===== config.mk =====
export PLATFORM = sky130hd
export DESIGN_NAME = frame_filter_sequencer
export DESIGN_NICKNAME = d
export VERILOG_FILES = /design/src/rtl/frame_filter_sequencer.sv
export SDC_FILE = /design/constraint.sdc
export NUM_CORES = 1
export LEC_CHECK = 0
export CORE_ASPECT_RATIO = 0.5
export CORE_UTILIZATION = 45
export DETAILED_ROUTE_END_ITERATION = 6
export PLACE_DENSITY = 0.73
export SYNTH_ARGS = -nofsm -noshare
export SYNTH_HDL_FRONTEND = slang
export SYNTH_SLANG_ARGS = --single-unit

===== constraint.sdc =====
create_clock -name clk -period 9.8 [get_ports clk]
set_input_delay 2.45 -clock clk [delete_from_list [all_inputs] [get_ports clk]]
set_output_delay 2.45 -clock clk [all_outputs]
set_load 0.1 [all_outputs]

===== src/rtl/frame_filter_sequencer.sv =====
`default_nettype none
// ============================================================================
// Module   : frame_filter_sequencer
// Brief    : Per-frame controller for the median-filter / histogram datapath.
//            Sequences init/start, then scans the x/y histograms for peaks.
// Revision : 1.0 - initial release
// ============================================================================
module frame_filter_sequencer #(
    parameter int unsigned NUM_BINS       = 256,
    parameter logic [23:0] TIMEOUT_CYCLES = 24'd1000000,
    parameter int unsigned INIT_CYCLES    = 2
) (
    input  logic        clk,
    input  logic        reset,
    input  logic        frame_req,
    input  logic [12:0] threshold_cfg,
    output logic        init,
    output logic        start,
    output logic [12:0] threshold,
    input  logic        wake_up,
    input  logic        full_image_done,
    output logic        read_histogram,
    input  logic [7:0]  x_hist_in,
    input  logic        x_valid,
    input  logic [7:0]  y_hist_in,
    input  logic        y_valid,
    output logic        busy,
    output logic        result_valid,
    output logic [7:0]  x_peak_idx,
    output logic [7:0]  y_peak_idx,
    output logic [7:0]  x_peak_cnt,
    output logic [7:0]  y_peak_cnt,
    output logic        timeout_err,
    output logic        req_dropped
);

    typedef enum logic [2:0] {
        S_IDLE   = 3'd0,
        S_INIT   = 3'd1,
        S_WAKE   = 3'd2,
        S_START  = 3'd3,
        S_FILTER = 3'd4,
        S_READ   = 3'd5,
        S_DONE   = 3'd6
    } state_t;

    localparam int unsigned        c_init_w    = (INIT_CYCLES > 1) ? $clog2(INIT_CYCLES) : 1;
    localparam logic [c_init_w-1:0] c_init_last = c_init_w'(INIT_CYCLES - 1);
    // Nine-bit limit so that a 256-bin scan terminates without wrapping.
    localparam logic [8:0]         c_bin_limit = 9'(NUM_BINS);
    localparam logic [23:0]        c_wd_last   = TIMEOUT_CYCLES - 24'd1;

    state_t              r_state;
    logic [c_init_w-1:0] r_init_cnt;
    logic [23:0]         r_wd_cnt;
    logic [8:0]          r_x_bin_cnt;
    logic [8:0]          r_y_bin_cnt;

    logic       w_x_take;
    logic       w_y_take;
    logic [8:0] w_x_cnt_nxt;
    logic [8:0] w_y_cnt_nxt;
    logic       w_read_done;
    logic       w_wd_expired;
    logic       w_abort;

    always_comb begin
        w_x_take     = (r_state == S_READ) && x_valid && (r_x_bin_cnt < c_bin_limit);
        w_y_take     = (r_state == S_READ) && y_valid && (r_y_bin_cnt < c_bin_limit);
        w_x_cnt_nxt  = r_x_bin_cnt + {8'd0, w_x_take};
        w_y_cnt_nxt  = r_y_bin_cnt + {8'd0, w_y_take};
        // Look at the post-sample counts so DONE follows the last sample directly.
        w_read_done  = (w_x_cnt_nxt == c_bin_limit) && (w_y_cnt_nxt == c_bin_limit);
        w_wd_expired = (r_wd_cnt == c_wd_last);
        w_abort      = 1'b0;
        if (w_wd_expired) begin
            case (r_state)
                S_WAKE:   w_abort = !wake_up;
                S_FILTER: w_abort = !full_image_done;
                S_READ:   w_abort = !w_read_done;
                default:  w_abort = 1'b0;
            endcase
        end
    end

    always_ff @(posedge clk) begin
        if (reset) begin
            r_state        <= S_IDLE;
            r_init_cnt     <= '0;
            r_wd_cnt       <= 24'd0;
            r_x_bin_cnt    <= 9'd0;
            r_y_bin_cnt    <= 9'd0;
            init           <= 1'b0;
            start          <= 1'b0;
            threshold      <= 13'd0;
            read_histogram <= 1'b0;
            busy           <= 1'b0;
            result_valid   <= 1'b0;
            x_peak_idx     <= 8'd0;
            y_peak_idx     <= 8'd0;
            x_peak_cnt     <= 8'd0;
            y_peak_cnt     <= 8'd0;
            timeout_err    <= 1'b0;
            req_dropped    <= 1'b0;
        end else begin
            start        <= 1'b0;
            result_valid <= 1'b0;
            timeout_err  <= 1'b0;
            req_dropped  <= frame_req && (r_state != S_IDLE);

            // Strict compare keeps the lowest index on ties.
            if (w_x_take && (x_hist_in > x_peak_cnt)) begin
                x_peak_cnt <= x_hist_in;
                x_peak_idx <= r_x_bin_cnt[7:0];
            end
            if (w_y_take && (y_hist_in > y_peak_cnt)) begin
                y_peak_cnt <= y_hist_in;
                y_peak_idx <= r_y_bin_cnt[7:0];
            end
            r_x_bin_cnt <= w_x_cnt_nxt;
            r_y_bin_cnt <= w_y_cnt_nxt;

            case (r_state)
                S_IDLE: begin
                    if (frame_req) begin
                        threshold   <= threshold_cfg;
                        x_peak_idx  <= 8'd0;
                        y_peak_idx  <= 8'd0;
                        x_peak_cnt  <= 8'd0;
                        y_peak_cnt  <= 8'd0;
                        r_x_bin_cnt <= 9'd0;
                        r_y_bin_cnt <= 9'd0;
                        r_init_cnt  <= c_init_last;
                        init        <= 1'b1;
                        busy        <= 1'b1;
                        r_state     <= S_INIT;
                    end
                end
                S_INIT: begin
                    if (r_init_cnt == '0) begin
                        init     <= 1'b0;
                        r_wd_cnt <= 24'd0;
                        r_state  <= S_WAKE;
                    end else begin
                        r_init_cnt <= r_init_cnt - 1'b1;
                    end
                end
                S_WAKE: begin
                    if (wake_up) begin
                        start   <= 1'b1;
                        r_state <= S_START;
                    end else begin
                        r_wd_cnt <= r_wd_cnt + 24'd1;
                    end
                end
                S_START: begin
                    r_wd_cnt <= 24'd0;
                    r_state  <= S_FILTER;
                end
                S_FILTER: begin
                    if (full_image_done) begin
                        read_histogram <= 1'b1;
                        r_wd_cnt       <= 24'd0;
                        r_state        <= S_READ;
                    end else begin
                        r_wd_cnt <= r_wd_cnt + 24'd1;
                    end
                end
                S_READ: begin
                    if (w_read_done) begin
                        read_histogram <= 1'b0;
                        result_valid   <= 1'b1;
                        r_state        <= S_DONE;
                    end else begin
                        r_wd_cnt <= r_wd_cnt + 24'd1;
                    end
                end
                S_DONE: begin
                    busy    <= 1'b0;
                    r_state <= S_IDLE;
                end
                default: begin
                    init           <= 1'b0;
                    read_histogram <= 1'b0;
                    busy           <= 1'b0;
                    r_state        <= S_IDLE;
                end
            endcase

            // Watchdog abort overrides the phase logic; peaks keep partial values.
            if (w_abort) begin
                timeout_err    <= 1'b1;
                init           <= 1'b0;
                start          <= 1'b0;
                read_histogram <= 1'b0;
                busy           <= 1'b0;
                r_state        <= S_IDLE;
            end
        end
    end

endmodule
`default_nettype wire


Figure 1. Placement by cell class.
The bar under the picture is 50 um long.
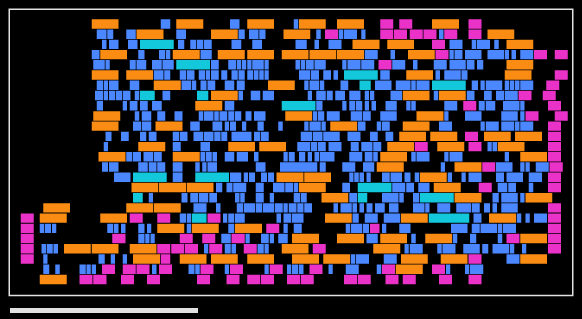
color	class	cells
orange	registers	98
blue	remaining logic cells	451
magenta	remaining buffers and delay cells	89
cyan	clock drivers and dummy loads	16
Core ar.: 0.0104 mm^2
cell area after layout: 0.00614 mm^2
Seq/total area: 31.9%
row cnt: 26
Final Util: 59.0%

Figure 2. Clock distribution.
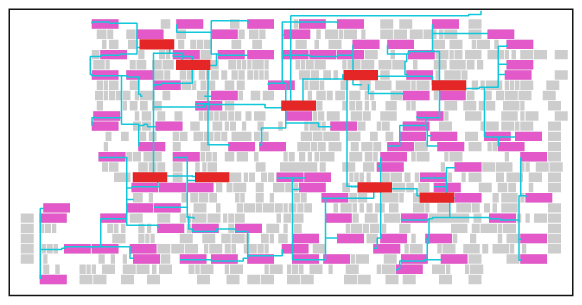
[cyan] clock wires | length: 1210 um
[red] clock-net drivers | count: 9
[magenta] flip-flops | count: 98
flops lie	spread over the die
Clk pwr share: 39.0%
Layout Skew: 0.00688 ns

==> results.cfg <==
; implementation run metrics
[status]
outcome = finished, final reports clean

[worst_setup_path]
reg2reg_to = r_wd_cnt[10]
endpoint = r_wd_cnt[10]
cpMostUsedCell = ha_1
reg2reg_from = r_state[2]
worstSetupStartpointType = input port
crit_fanout = 9
worst_ep_required_time_ns = 10.04
crit_start = y_valid
worstPathArrival_ns = 5.54
crit_chain = clkdlybuf4s50_1 -> nor3b_1 -> ha_1 -> ha_1 -> and2_1 -> or4b_1 -> o211ai_2 -> nand3_2 -> o41ai_4 -> nor4_1 -> a21o_1
crit_buf_inv = 1
worst-path-stages = 11
r2r_setup_slack_ns = 5.58
cpPeakStageDelay_ns = 0.64
critPathKind = in2reg
end_kind = flop
cpLargestDelayFamily = simple AND/OR/NAND/NOR gates

[final_layout]
largest_cell_class = logic gates
final-seq-area_mm2 = 0.00196
inverters_excl_clock = 28
drive_gt1_share_pct = 5.20
logic_gates = 423
n_all_buffers = 89
fillers = 946
buffer_area_share_pct = 14.4
clk_share_pct = 5.05
top_regs = r_wd_cnt x24, threshold x13
area.growth.synth_to_final_pct = 25.4
n_antenna_cell = 0
largest_reg_flops = 24
mi_logic_area_mm2 = 0.00271
comb_area_share_pct = 44.0
layout.nets = 706
lay_top_cells = dfxtp_1 (98), clkdlybuf4s50_1 (87), nor2_1 (76), nand2_1 (51), a21oi_1 (40)
clkbuf_count = 9
flops = 98

[power]
leakagePower_nw = 2.09
combinationalPower_w = 0.000159
power.density_mw_per_mm2 = 154
pwr-share-comb_pct = 16.8
seq_power_w = 0.000419
p_int_w = 0.000659
powerClk_w = 0.000369
switching_power_w = 0.000288
power.total_w = 0.000947

[worst_hold_path]
hp-class = reg2reg
min_to = threshold[10]
hold_depth = 2
min_from = threshold[10]

[floorplan]
well_tap_count = 140
die_area_mm2 = 0.0113
initCoreUtil_pct = 47.1
die_h_um = 75.8

[final_timing]
slew_viol_final = 0
worst_pin_slew_ns = 1.03
fin_hold_ws_ns = 0.454
max_freq_mhz = 189
period_needed_ns = 5.30
setup_slack_ns = 4.50
setup_viol = 0
relSlewSlack_pct = 30.8
rsz0062_at_grt = false
finalClockPeriodUsage_pct = 54.1
finalHoldViolCount = 0

[logic_synthesis]
ys_seq_share_pct = 40.0
ys_seq_elements = 98
yosysWarnings = 0
synth_cells = 576
flop_cell = dfxtp_1
yosys-top-cells-area = dfxtp_1 (40%), mux2i_1 (7.1%), nor2_1 (5.8%)
yosys.cell_count.top_type = dfxtp_1
synthArstFlopShare_pct = 0
netlist.area_leader.share_pct = 40.0
synth-simple-area-share_pct = 26.2
synthTopCellsByCount = dfxtp_1 (98), nor2_1 (76), nand2_1 (51)
ys_sh_mux_pct = 7.15
yosys.area.top_type = dfxtp_1
synth_area_mm2 = 0.00490
syn_avg_cell_area_um2 = 8.51
synthAoiAreaFrac_pct = 13.4
synth-xor-area-share_pct = 3.04
yosys-stat-area_mm2 = 0.00490
fa_ha_area_share_pct = 5.36

[placed_design]
dp_cells = 778
place.gp.congestion = 0.854
place_area_mm2 = 0.00583
place_hpwl_um = 7830

[route]
drt_wl_total_um = 10900
vias = 4264
wl_per_cell_um = 13.7
drt_iter0_drc = 234
top_layer = met4
postRouteAntennaNets = 0
dr.pass1.iters = 4
m1WireLength_um = 5430
routed_via_density = 5.37

[clocking]
cts_resized = 0
postCtsHoldBufs = 0
clkSinkCount = 98
root_buffer = clkbuf_16
cts_buffers = 9
clk_latency_ns = 0.35
cts_tree = built
clk_pin_slew_ns = 0.07
htreeDepth = 3

[job]
tool_warnings = 27
cap_violations = 0

[global_route]
met3_usage_pct = 4.85
grt_util_met1_pct = 26.1
antenna_found_initial = 0
gr-max-usage-layer = met2
grt_pass1_vias = 3751
grt_pass1_wl_um = 17800
Power and IR drop assume default switching activity.
